--- src/rtl/multi_phase_traffic_ctrl.sv ---
// N-approach intersection controller: queue-actuated green, round-robin service, emergency preemption.
// Optional pedestrian WALK phase is built when PED_CROSSING_EN is defined.
module multi_phase_traffic_ctrl #(
  parameter int NUM_PHASES = 4,
  parameter int QW         = 4,
  parameter int CW         = 8,
  parameter int T_GMIN     = 3,
  parameter int T_GMAX     = 12,
  parameter int T_YEL      = 2,
  parameter int T_CLR      = 2,
  parameter int T_DISCH    = 2,
  parameter int PW         = $clog2(NUM_PHASES)
) (
  input  logic                     clk,
  input  logic                     rst_n,
  input  logic [NUM_PHASES-1:0]    car_detected,
  input  logic                     emergency,
  input  logic [PW-1:0]            emg_phase,
`ifdef PED_CROSSING_EN
  input  logic                     ped_req,
  output logic                     ped_walk,
`endif
  output logic [3*NUM_PHASES-1:0]  lights,
  output logic [QW*NUM_PHASES-1:0] queue_count,
  output logic [PW-1:0]            active_phase,
  output logic                     in_emergency
);

  typedef enum logic [2:0] {
    S_CLEAR,
    S_GREEN,
    S_YELLOW,
    S_EMG_GREEN
`ifdef PED_CROSSING_EN
    , S_WALK
`endif
  } state_t;

  localparam logic [CW-1:0] CLR_END   = CW'(T_CLR - 1);
  localparam logic [CW-1:0] GMIN_END  = CW'(T_GMIN - 1);
  localparam logic [CW-1:0] GMAX_END  = CW'(T_GMAX - 1);
  localparam logic [CW-1:0] YEL_END   = CW'(T_YEL - 1);
  localparam logic [CW-1:0] DISCH_END = CW'(T_DISCH - 1);
  localparam logic [QW-1:0] Q_MAX     = '1;

  state_t        state, state_next;
  logic [CW-1:0] timer;
  logic [CW-1:0] dcnt;
  logic [QW-1:0] q [NUM_PHASES];
  logic [PW-1:0] active_next;
  logic [PW-1:0] emg_lat, emg_next;
  logic [PW-1:0] rr_pick, rr_cand;
  logic          rr_found;
  logic          green_on;
  int            rr_idx;

`ifdef PED_CROSSING_EN
  localparam logic [CW-1:0] WALK_END = CW'(4 * T_CLR - 1);
  logic ped_pend;
  logic ped_clr;
`endif

  assign green_on     = (state == S_GREEN) || (state == S_EMG_GREEN);
  assign in_emergency = (state == S_EMG_GREEN);

  // First waiting approach after the last served one, wrapping around.
  always_comb begin
    rr_found = 1'b0;
    rr_pick  = active_phase;
    rr_cand  = active_phase;
    rr_idx   = 0;
    for (int k = 1; k <= NUM_PHASES; k++) begin
      rr_idx = int'(active_phase) + k;
      if (rr_idx >= NUM_PHASES) rr_idx = rr_idx - NUM_PHASES;
      rr_cand = PW'(rr_idx);
      if (!rr_found && q[rr_cand] != '0) begin
        rr_found = 1'b1;
        rr_pick  = rr_cand;
      end
    end
  end

  always_comb begin
    state_next  = state;
    active_next = active_phase;
    emg_next    = emg_lat;
`ifdef PED_CROSSING_EN
    ped_clr     = 1'b0;
`endif
    case (state)
      S_CLEAR: begin
        if (timer == CLR_END) begin
          if (emergency) begin
            state_next  = S_EMG_GREEN;
            active_next = emg_phase;
            emg_next    = emg_phase;
          end
`ifdef PED_CROSSING_EN
          else if (ped_pend) begin
            state_next = S_WALK;
          end
`endif
          else if (rr_found) begin
            state_next  = S_GREEN;
            active_next = rr_pick;
          end
        end
      end
      S_GREEN: begin
        if (emergency && emg_phase == active_phase) begin
          state_next = S_EMG_GREEN;
          emg_next   = emg_phase;
        end else if (emergency || timer == GMAX_END ||
                     (timer >= GMIN_END && q[active_phase] == '0)) begin
          state_next = S_YELLOW;
        end
      end
      S_YELLOW: begin
        if (timer == YEL_END) state_next = S_CLEAR;
      end
      S_EMG_GREEN: begin
        if (!emergency) state_next = S_YELLOW;
      end
`ifdef PED_CROSSING_EN
      S_WALK: begin
        if (emergency) begin
          state_next = S_CLEAR;
        end else if (timer == WALK_END) begin
          state_next = S_CLEAR;
          ped_clr    = 1'b1;
        end
      end
`endif
      default: state_next = S_CLEAR;
    endcase
  end

  // Timer restarts on every transition; the idle all-red state parks at its expiry value.
  always_ff @(posedge clk or negedge rst_n) begin
    if (!rst_n) begin
      state        <= S_CLEAR;
      timer        <= '0;
      dcnt         <= '0;
      active_phase <= PW'(NUM_PHASES - 1);
      emg_lat      <= '0;
    end else begin
      state        <= state_next;
      active_phase <= active_next;
      emg_lat      <= emg_next;
      if (state_next != state)
        timer <= '0;
      else if (!(state == S_CLEAR && timer == CLR_END) && timer != '1)
        timer <= timer + 1'b1;
      if (state_next != state || !green_on || dcnt == DISCH_END)
        dcnt <= '0;
      else
        dcnt <= dcnt + 1'b1;
    end
  end

  always_ff @(posedge clk or negedge rst_n) begin
    if (!rst_n) begin
      for (int i = 0; i < NUM_PHASES; i++) q[i] <= '0;
    end else begin
      for (int i = 0; i < NUM_PHASES; i++) begin
        if (green_on && active_phase == PW'(i)) begin
          if (dcnt == DISCH_END && q[i] != '0) q[i] <= q[i] - 1'b1;
        end else if (car_detected[i] && q[i] != Q_MAX) begin
          q[i] <= q[i] + 1'b1;
        end
      end
    end
  end

`ifdef PED_CROSSING_EN
  always_ff @(posedge clk or negedge rst_n) begin
    if (!rst_n)       ped_pend <= 1'b0;
    else if (ped_req) ped_pend <= 1'b1;
    else if (ped_clr) ped_pend <= 1'b0;
  end

  assign ped_walk = (state == S_WALK);
`endif

  always_comb begin
    lights = {NUM_PHASES{3'b100}};
    for (int i = 0; i < NUM_PHASES; i++) begin
      if (state == S_GREEN && active_phase == PW'(i))      lights[3*i +: 3] = 3'b001;
      else if (state == S_YELLOW && active_phase == PW'(i)) lights[3*i +: 3] = 3'b010;
      else if (state == S_EMG_GREEN && emg_lat == PW'(i))   lights[3*i +: 3] = 3'b001;
    end
  end

  for (genvar i = 0; i < NUM_PHASES; i++) begin : g_qout
    assign queue_count[QW*i +: QW] = q[i];
  end

endmodule
--- config.mk ---
export PLATFORM = sky130hd
export DESIGN_NAME = multi_phase_traffic_ctrl
export DESIGN_NICKNAME = d
export VERILOG_FILES = /design/src/rtl/multi_phase_traffic_ctrl.sv
export SDC_FILE = /design/constraint.sdc
export NUM_CORES = 1
export LEC_CHECK = 0
export CAP_MARGIN = 25
export CORE_ASPECT_RATIO = 1.4
export CORE_UTILIZATION = 57
export CTS_BUF_LIST = sky130_fd_sc_hd__clkbuf_4
export CTS_CLUSTER_DIAMETER = 100
export DETAILED_ROUTE_END_ITERATION = 7
export PLACE_DENSITY = 0.89
export SLEW_MARGIN = 15
export SYNTH_ARGS = -nofsm -noshare
export SYNTH_HDL_FRONTEND = slang
export SYNTH_SLANG_ARGS = --single-unit
--- constraint.sdc ---
create_clock -name clk -period 2.92 [get_ports clk]
set_clock_uncertainty 0.05 [all_clocks]
set_input_delay 0.584 -clock clk [delete_from_list [all_inputs] [get_ports clk]]
set_output_delay 0.584 -clock clk [all_outputs]
set_load 0.02 [all_outputs]
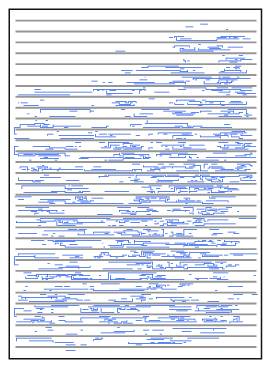
Fig. 1. Signal wires on met1.
Drawn at 4 px/um. Supply wires on this layer in grey.
The layer holds 42% of the routed length. 348 nets have wire on it. The layer carries 2,720 um of wire.
GR Util met1: 30.0%
final wirelength: 6440 um

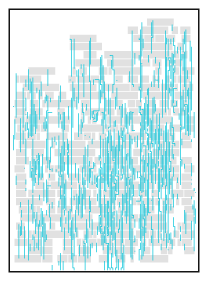
Fig. 2. Metal 2.
Drawn at 3 px/um. Cells faint in the background.
328 nets have wire on it. The layer carries 3,250 um of wire. The wires run mostly vertical. The layer holds 50% of the routed length. The longest straight run is 37.7 um.
GR Layer Usage met2: 45.9%
vias: 2,465

==> impl_metrics.json <==
{
  "maxCapViolations": 0,
  "tritoncts": "built",
  "post-dp-hpwl_um": 4710,
  "yosys_cells": 316,
  "preCtsSetupSlack_ns": 0.179,
  "nets": 395,
  "syn-cell-area_um2": 2940,
  "placed_cells": 419,
  "numPortBuffers": 39,
  "gp_congestion": 0.927,
  "setup_viol": 0,
  "critPathKind": "register to primary output",
  "ys.flops": 39,
  "fin_util_pct": 72.4,
  "yosysUniqueCellTypes": 58,
  "cp-startpoint": "active_phase[0]$_DFFE_PN1P_",
  "reg2reg_slack_ns": 0.49,
  "die_area_um2": 5450,
  "slew_headroom_pct": 41.5,
  "dieWidth_um": 62.7,
  "worstSetupStartpointType": "register",
  "cts-hold-fix-buffers": 0,
  "timing.final.ws_setup_ns": 0.106,
  "edf_count": 0,
  "wl_per_cell_um": 15.0,
  "clk_pin_slew_worst_paths_ns": 0.12,
  "syn_to_final_growth_pct": 21.1,
  "cp_slowest_stage_delay_ns": 0.60,
  "r2r_cells": 10,
  "peakVddDrop_mv": 0.653,
  "crit_path_frequent_cell": "nor2_1",
  "yosys_area_um2": 2940,
  "synth.net_count": 346,
  "io_pins": 40,
  "worstMarginPinSlew_ns": 0.878,
  "grt_pass1_vias": 2511,
  "holdWs_ns": 0.263,
  "critPathRequiredTime_ns": 2.29,
  "clk_path_buf_depth": 2,
  "cts_max_level": 2,
  "fin_setup_tns_ns": 0,
  "syn_area_per_cell_um2": 9.30,
  "lay_top_count": "dfrtp_1",
  "worstReg2RegStart": "active_phase[0]$_DFFE_PN1P_",
  "die_y_um": 87.0,
  "grt_overflow_total": 0,
  "critPathCapture": "lights[2]",
  "layout.cells.non_filler": 430,
  "diodes": 0,
  "fin_crit_ns": 2.81,
  "rsz0062_at_grt": "no",
  "num_rows": 30,
  "synth_seq_share_pct": 33.3,
  "leakage_nw": 1.52,
  "syn_inst": 316,
  "fill_cells": 380,
  "grt_start_max_net_pins": 40,
  "finalMaxSlewViolations": 0,
  "async_flop_share_pct": 100,
  "drive_gt1_share_pct": 13.9,
  "grt.total_usage_pct": 26.1,
  "cp_max_fo": 6,
  "p_per_area_nw_per_um2": 926,
  "outcome": "finished clean",
  "ant_nets": 0,
  "lay_top_cells": "dfrtp_1 (37), clkdlybuf4s50_1 (36), nor2_1 (33)",
  "drc": 0,
  "insertion_delay_ns": 0.36,
  "worstPathCellList": "inv_1 -> ha_1 -> mux2i_1 -> nor2_1 -> nor2_1 -> clkdlybuf4s50_1",
  "grt_pass1_wl_um": 11200,
  "initial_core_util_pct": 59.8,
  "r2r-end": "queue_count[3]$_DFFE_PN0P_",
  "cp_slowest_cell": "clkdlybuf4s50_1",
  "warning_count": 32,
  "worstPathArrival_ns": 2.18,
  "routed_via_density": 5.73,
  "synth_warnings": 0,
  "numCtsBuffers": 5,
  "antenna_found_initial": 0,
  "max_freq_mhz": 355,
  "ys.flop_type": "dfrtp_1",
  "hp-class": "primary input to async pin",
  "first_iter_violations": 181,
  "cts_root_buffer": "clkbuf_4",
  "endpoint_kind": "primary output",
  "hold_violations": 0,
  "drt_first_pass_iters": 4,
  "finalClockPeriodUsage_pct": 96.4,
  "cts.sinks": 39
}
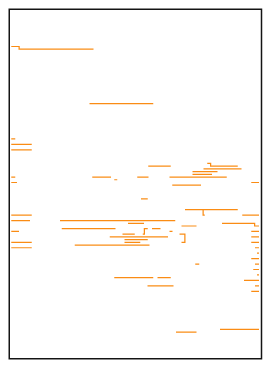
Fig. 3. Signal wires on met3.
Drawn at 4 px/um.
The wires run mostly horizontal. 47 nets have wire on it. The layer holds 4.9% of the routed length. The longest straight run is 28.5 um. The layer carries 312 um of wire.
met3 GRT Util: 5.24%

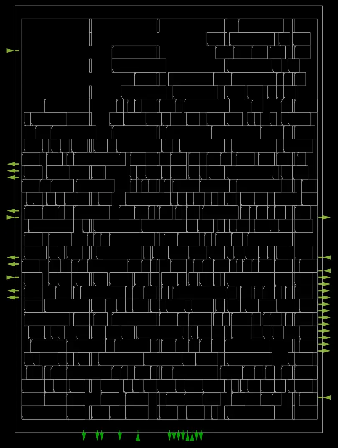
Fig. 4. Cell outlines without signal wires.
Well Taps: 64
sequential share of cell area: 27.5%
flop count: 39
core box area: 4920 um2

==> worst max-delay path: cells and delay by family (launching register included) <==
kind	cells	cell delay [ns]
fa+ha+maj	1	0.27
flops	1	0.55
buf+inv	2	0.72
simple gates	2	0.16
mux	1	0.13
==> cell usage after synthesis, types with 2 or more instances <==
cell | count | area (um2)
dfrtp_1 | 37 | 926
nor2_1 | 33 | 124
nand2_1 | 24 | 90.1
a21oi_1 | 20 | 100
inv_1 | 20 | 75.1
ha_1 | 17 | 213
xor2_1 | 17 | 149
nand3_1 | 14 | 70.1
xnor2_1 | 13 | 114
nand4_1 | 9 | 56.3
nor3_2 | 7 | 70.1
and3_1 | 6 | 37.5
clkbuf_1 | 6 | 22.5
o21ai_0 | 6 | 30.0
a21o_1 | 5 | 37.5
nand2b_1 | 5 | 31.3
nand3b_1 | 5 | 37.5
o31ai_1 | 5 | 37.5
fa_1 | 4 | 80.1
and2_1 | 3 | 18.8
mux2_2 | 3 | 33.8
mux2i_1 | 3 | 30.0
nor2b_1 | 3 | 18.8
nor3_1 | 3 | 15.0
nor4_1 | 3 | 18.8
nor4_4 | 3 | 63.8
a211oi_1 | 2 | 15.0
a22oi_2 | 2 | 25.0
buf_2 | 2 | 10.0
dfstp_2 | 2 | 52.6
nand4b_1 | 2 | 17.5
nor3_4 | 2 | 32.5
nor4b_1 | 2 | 17.5
o211ai_1 | 2 | 15.0
o221ai_1 | 2 | 17.5
or4_1 | 2 | 15.0
==> state kept, by name, indices dropped and copies added (netlist names) <==
name          count
queue_count      16
active_phase      2
state             3
dcnt              8
emg_lat           2
timer             8
==> what timing repair did <==
item,in CTS,in global routing
buffers inserted,3,0
setup endpoints to repair,2,2
resized,0,2
==> layer usage <==
layer	wire length, um	vias up	track usage (%)
li1	-	1208	-
met1	2720	1162	30.0
met2	3250	80	45.9
met3	311	15	5.24
met4	157	0	13.5
met5	0	-	0
==> area by class of cell <==
type                            count  area (um2)  area share (%)
Timing Repair Buffer               52         488            13.7
Multi-Input combinational cell    247        1840            51.5
Clock buffer                        6        45.0            1.26
Inverter                           20        75.1            2.11
Tap cell                           64        80.1            2.25
Clock inverter                      2        60.1            1.69
Sequential cell                    39         978            27.5
==> power breakdown <==
group          internal (W)  switching, W  leakage (nW)
combinational      0.000846      0.000958         0.981
sequential         0.000716      0.000316         0.487
clock              0.000276      0.000185        0.0559
==> metrics by stage <==
| step | total power [W] | cell area (um2) |
|---|---|---|
| 2_1_floorplan | 0.00220 | 2940 |
| 3_3_place_gp | 0.00273 | 3430 |
| 3_5_place_dp | 0.00280 | 3430 |
| 4_1_cts | 0.00330 | 3560 |
| 5_1_grt | 0.00353 | 3560 |
| 6_report | 0.00330 | 3560 |
==> cells by family after synthesis <==
group                    after synthesis  synth area share (%)
AND/OR/NAND/NOR                      136                  27.9
adder cells (fa/ha/maj)               21                  9.96
flip-flops                            39                  33.3
AND-OR/OR-AND                         53                  13.3
other                                  1                 0.128
multiplexers                           6                  2.17
buffers and inverters                 30                  4.30
XOR/XNOR                              30                  8.94
Power and IR drop assume default switching activity.
